**Supply network**

Bar = 50 µm. Pins as bars on the die edge. Tap cells in grey.
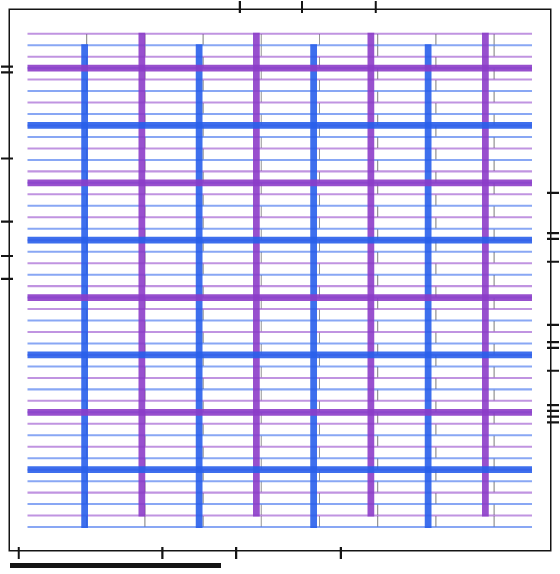
**Cell classes on the final placement**

Bar = 50 µm.
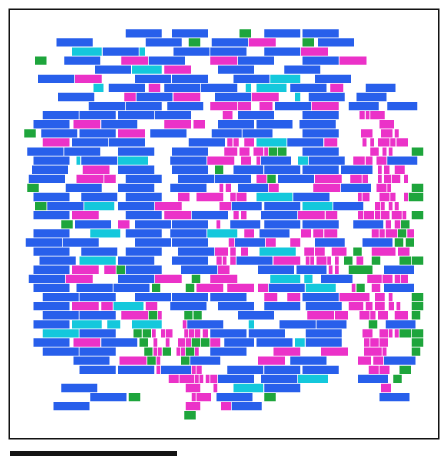
**Clock wires, drivers and flops**

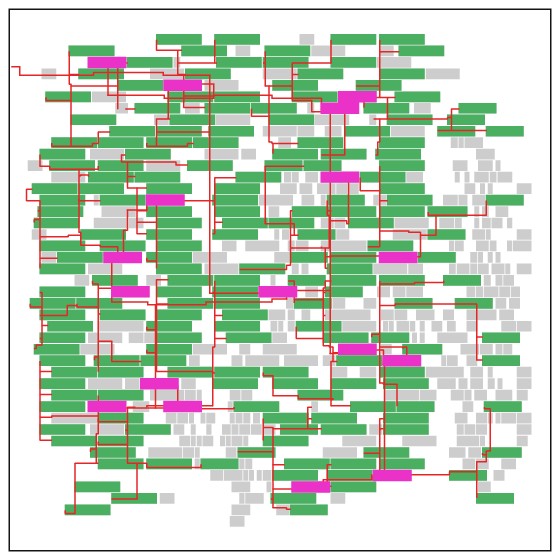
**Wiring by layer**

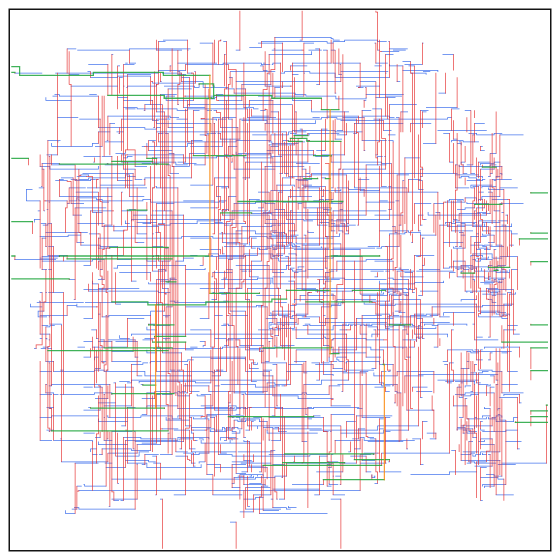
**Routing congestion map**

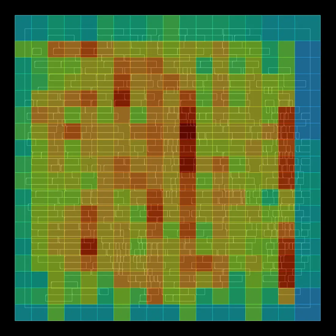
===== src/rtl/lcd_spi_engine.sv =====
// lcd_spi_engine: buffered SPI transmit engine for the ILI9341 panel path.
// Word FIFO with per-entry dc/last flags; cs held low across a burst.
// Ports: clk, rst (async active-low); s_valid/s_ready/s_data/s_dc/s_last
//   write side; sclk/mosi/dc/cs panel pins (mode 0); miso panel read data;
//   busy, fifo_level status; rx_data/rx_valid readback.
// Optional feature macro: SPI_READBACK_EN (adds rx_data/rx_valid).
module lcd_spi_engine #(
  parameter int DATA_W     = 8,
  parameter int CLK_DIV    = 2,
  parameter int FIFO_DEPTH = 16
) (
  input  logic                        clk,
  input  logic                        rst,
  input  logic                        s_valid,
  output logic                        s_ready,
  input  logic [DATA_W-1:0]           s_data,
  input  logic                        s_dc,
  input  logic                        s_last,
  input  logic                        miso,
  output logic                        sclk,
  output logic                        mosi,
  output logic                        dc,
  output logic                        cs,
  output logic                        busy,
  output logic [$clog2(FIFO_DEPTH):0] fifo_level
`ifdef SPI_READBACK_EN
  ,
  output logic [DATA_W-1:0]           rx_data,
  output logic                        rx_valid
`endif
);

  localparam int AW = $clog2(FIFO_DEPTH);
  localparam int LW = AW + 1;
  localparam int EW = DATA_W + 2;
  localparam int CW = $clog2(CLK_DIV) + 1;
  localparam int BW = $clog2(DATA_W);
  localparam logic [LW-1:0] FULL = LW'(FIFO_DEPTH);

  typedef enum logic [2:0] {
    IDLE, SETUP, SHIFT, NEXT, HOLD
  } state_t;

  state_t             state;
  logic [EW-1:0]      mem [FIFO_DEPTH];
  logic [AW-1:0]      wptr, rptr;
  logic [LW-1:0]      count;
  logic [EW-1:0]      head;
  logic               push, pop;
  logic [CW-1:0]      cnt;
  logic [BW-1:0]      bitcnt;
  logic [DATA_W-1:0]  shreg;
  logic               last_r;
  logic               cnt_done, bit_done;

  assign s_ready    = (count != FULL);
  assign push       = s_valid && s_ready;
  assign head       = mem[rptr];
  assign fifo_level = count;
  assign busy       = !cs || (count != '0);
  assign cnt_done   = (cnt == CW'(CLK_DIV - 1));
  assign bit_done   = (bitcnt == BW'(DATA_W - 1));

  // A new word is taken only from IDLE, or from NEXT while the burst
  // is still open; a finished burst must go through HOLD first.
  assign pop = (count != '0) &&
               ((state == IDLE) || (state == NEXT && !last_r));

  always_ff @(posedge clk) begin
    if (push) mem[wptr] <= {s_dc, s_last, s_data};
  end

  always_ff @(posedge clk or negedge rst) begin
    if (!rst) begin
      wptr  <= '0;
      rptr  <= '0;
      count <= '0;
    end else begin
      if (push) wptr <= wptr + AW'(1);
      if (pop)  rptr <= rptr + AW'(1);
      case ({push, pop})
        2'b10:   count <= count + LW'(1);
        2'b01:   count <= count - LW'(1);
        default: count <= count;
      endcase
    end
  end

  always_ff @(posedge clk or negedge rst) begin
    if (!rst) begin
      state  <= IDLE;
      cnt    <= '0;
      bitcnt <= '0;
      shreg  <= '0;
      last_r <= 1'b0;
      sclk   <= 1'b0;
      mosi   <= 1'b0;
      dc     <= 1'b0;
      cs     <= 1'b1;
    end else begin
      if (pop) begin
        shreg  <= head[DATA_W-1:0];
        last_r <= head[DATA_W];
        dc     <= head[DATA_W+1];
        mosi   <= head[DATA_W-1];
        cs     <= 1'b0;
        cnt    <= '0;
      end
      case (state)
        IDLE: begin
          if (pop) state <= SETUP;
        end
        SETUP: begin
          if (cnt_done) begin
            cnt    <= '0;
            bitcnt <= '0;
            sclk   <= 1'b1;
            state  <= SHIFT;
          end else begin
            cnt <= cnt + CW'(1);
          end
        end
        SHIFT: begin
          if (!cnt_done) begin
            cnt <= cnt + CW'(1);
          end else begin
            cnt  <= '0;
            sclk <= !sclk;
            if (sclk) begin
              if (bit_done) begin
                state <= NEXT;
              end else begin
                bitcnt <= bitcnt + BW'(1);
                shreg  <= shreg << 1;
                mosi   <= shreg[DATA_W-2];
              end
            end
          end
        end
        NEXT: begin
          if (last_r) begin
            cnt   <= '0;
            state <= HOLD;
          end else if (pop) begin
            state <= SETUP;
          end
        end
        HOLD: begin
          if (cnt_done) begin
            cnt   <= '0;
            cs    <= 1'b1;
            state <= IDLE;
          end else begin
            cnt <= cnt + CW'(1);
          end
        end
        default: state <= IDLE;
      endcase
    end
  end

`ifdef SPI_READBACK_EN
  logic              rise, final_fall;
  logic [DATA_W-1:0] rx_sh;

  // The first rise of each word is issued from SETUP, later ones from SHIFT.
  assign rise = cnt_done &&
                ((state == SETUP) || (state == SHIFT && !sclk));
  assign final_fall = (state == SHIFT) && sclk && cnt_done && bit_done;

  always_ff @(posedge clk or negedge rst) begin
    if (!rst) begin
      rx_sh    <= '0;
      rx_data  <= '0;
      rx_valid <= 1'b0;
    end else begin
      rx_valid <= 1'b0;
      if (rise) rx_sh <= {rx_sh[DATA_W-2:0], miso};
      if (final_fall) begin
        rx_data  <= rx_sh;
        rx_valid <= 1'b1;
      end
    end
  end
`else
  logic unused_miso;
  assign unused_miso = miso;
`endif

endmodule


===== config.mk =====
export PLATFORM = sky130hd
export DESIGN_NAME = lcd_spi_engine
export DESIGN_NICKNAME = d
export VERILOG_FILES = /design/src/rtl/lcd_spi_engine.sv
export SDC_FILE = /design/constraint.sdc
export NUM_CORES = 1
export LEC_CHECK = 0
export CORE_MARGIN = 4
export CORE_UTILIZATION = 55
export DETAILED_ROUTE_END_ITERATION = 8
export PLACE_DENSITY = 0.75
export SKIP_LAST_GASP = 1
export SLEW_MARGIN = 20
export SYNTH_ARGS = -nofsm -noshare
export SYNTH_HDL_FRONTEND = slang
export SYNTH_SLANG_ARGS = --single-unit

===== constraint.sdc =====
create_clock -name clk -period 2.9 [get_ports clk]
set_input_delay 0.87 -clock clk [delete_from_list [all_inputs] [get_ports clk]]
set_output_delay 0.87 -clock clk [all_outputs]
set_load 0.01 [all_outputs]

==> changes_impl.md <==
### Physical design

- Outcome: complete, no violations
- # port buffers: 23
- Routed WL: 15.03 mm
- Area of the die: 0.01639 mm²
- Max Fclk: 0.3750 GHz
- Mapped Nets: 465
- Ys Warns: 0
- Yosys stat area: 0.007923 mm²
- EDFF count, synth: 160
- Setup-failing EPs final: 0
- H-tree depth: 4
- Crit path kind: register to output port
- Cell leakage power: 3.199 nW
- RSZ-0062 raised after global routing: false
- Pre-CTS setup slack: 60.15 ps
- Vias/cell: 6.023
- Setup crit start: fifo_level[2]$_DFFE_PN0P_
- Synthesized instance count: 440
- Most frequent cells in the layout: 160 x edfxtp_1, 40 x mux4_2, 33 x buf_4
- Worst-case clock buffer depth: 2
- Share of cells above drive strength 1: 0.2505
- Async SR Flop Fraction: 0.1710
- Storage cell area: 0.005634 mm²
- Post-synthesis cell area: 0.007923 mm²
- Switching Fraction: 0.3082
- ANT cells: 0
- CP endpoint kind: output port
- Fin crit share: 0.9194
- Worst-path clk slew: 60 ps
- Total negative slack: 0 ps
Notes on 'supply network' above:
net	colour
VDD	purple
VSS	blue
met1 rails	44
rows	43
Core ar.: 0.01399 mm²
die height: 128.0 µm
Die X: 128.0 µm

Notes on 'cell classes on the final placement' above:
class	colour	cells
all other logic	magenta	222
flip-flops	blue	193
clock drivers and dummy loads	cyan	31
other buffers and delay cells	green	57
number of core rows: 43
post-route cell area: 0.009175 mm²
sequential share of cell area: 0.6141
Final Util: 0.6559

Notes on 'clock wires, drivers and flops' above:
[flip-flops] green | count: 193
[cells driving clock nets] magenta | count: 17
[clock wires] red | length: 1,910 µm
flops lie	spread over the die
routed clock nets	18
Power Clock: 2.41 mW
final setup skew: 7.221 ps
clock power share: 0.256

Notes on 'wiring by layer' above:
layer	colour	wire length
met1	blue	6,120 µm
met4	orange	161 µm
met2	red	7,990 µm
met3	green	763 µm
drt wl/cell: 22.01 µm
gr usage total: 0.2016

Notes on 'routing congestion map' above:
GR peak layer: met2
GRT met1 Usage: 0.2660
met3 Usage GRT: 0.04583
M2 GR Usage: 0.3410

-- worst max-delay path: stages (launching register included) --
cell and delay [ps]:
dfrtp_2 400, buf_4 160, nor2_1 190, nand3_1 120, clkdlybuf4s50_1 500
-- worst min-delay path by stage --
stage	to	slack [ps]	cells past startpoint	startpoint
floorplan	rptr[2]$_DFFE_PN0P_	470	1	rptr[2]$_DFFE_PN0P_
global placement	bitcnt[1]$_DFFE_PN0P_	480	1	bitcnt[1]$_DFFE_PN0P_
detailed placement	shreg[5]$_DFF_PN0_	500	1	shreg[4]$_DFF_PN0_
CTS	bitcnt[0]$_DFFE_PN0P_	510	1	bitcnt[0]$_DFFE_PN0P_
global route	cnt[1]$_DFF_PN0_	540	1	cnt[1]$_DFF_PN0_
finish	bitcnt[0]$_DFFE_PN0P_	510	1	bitcnt[0]$_DFFE_PN0P_
-- state kept, by name (all words and copies together) (netlist names), 2 cells and up --
signal / flops
rptr: 4
fifo_level: 5
bitcnt: 3
shreg: 7
cnt: 2
mem: 160
wptr: 4
state: 3
-- metal layers --
layer  GRT usage  vias to the layer above  share of wire  routed length [µm]
met2      0.3410                      113           0.53                7989
met1      0.2660                     2150           0.41                6116
li1            -                     1839              -                   -
met5           0                        -              0                   0
met4     0.05556                        0          0.011                 161
met3     0.04583                       12          0.051                 763
-- logic make-up after synthesis --
kind of cell	synth area share
XOR/XNOR	0.01548
AND/OR/NAND/NOR	0.04359
adder cells (fa/ha/maj)	0.01737
buffers and inverters	0.01848
multiplexers	0.1432
AND-OR/OR-AND	0.05101
flip-flops	0.7108
-- layout make-up --
cell class                      instances  area share
Clock buffer                           18     0.04677
Clock inverter                         13     0.02018
Inverter                                7    0.003137
Multi-Input combinational cell        215      0.2367
Sequential cell                       193      0.6141
Tap cell                              180     0.02455
Timing Repair Buffer                   57     0.05455
Power is estimated from default activity; no workload was simulated.
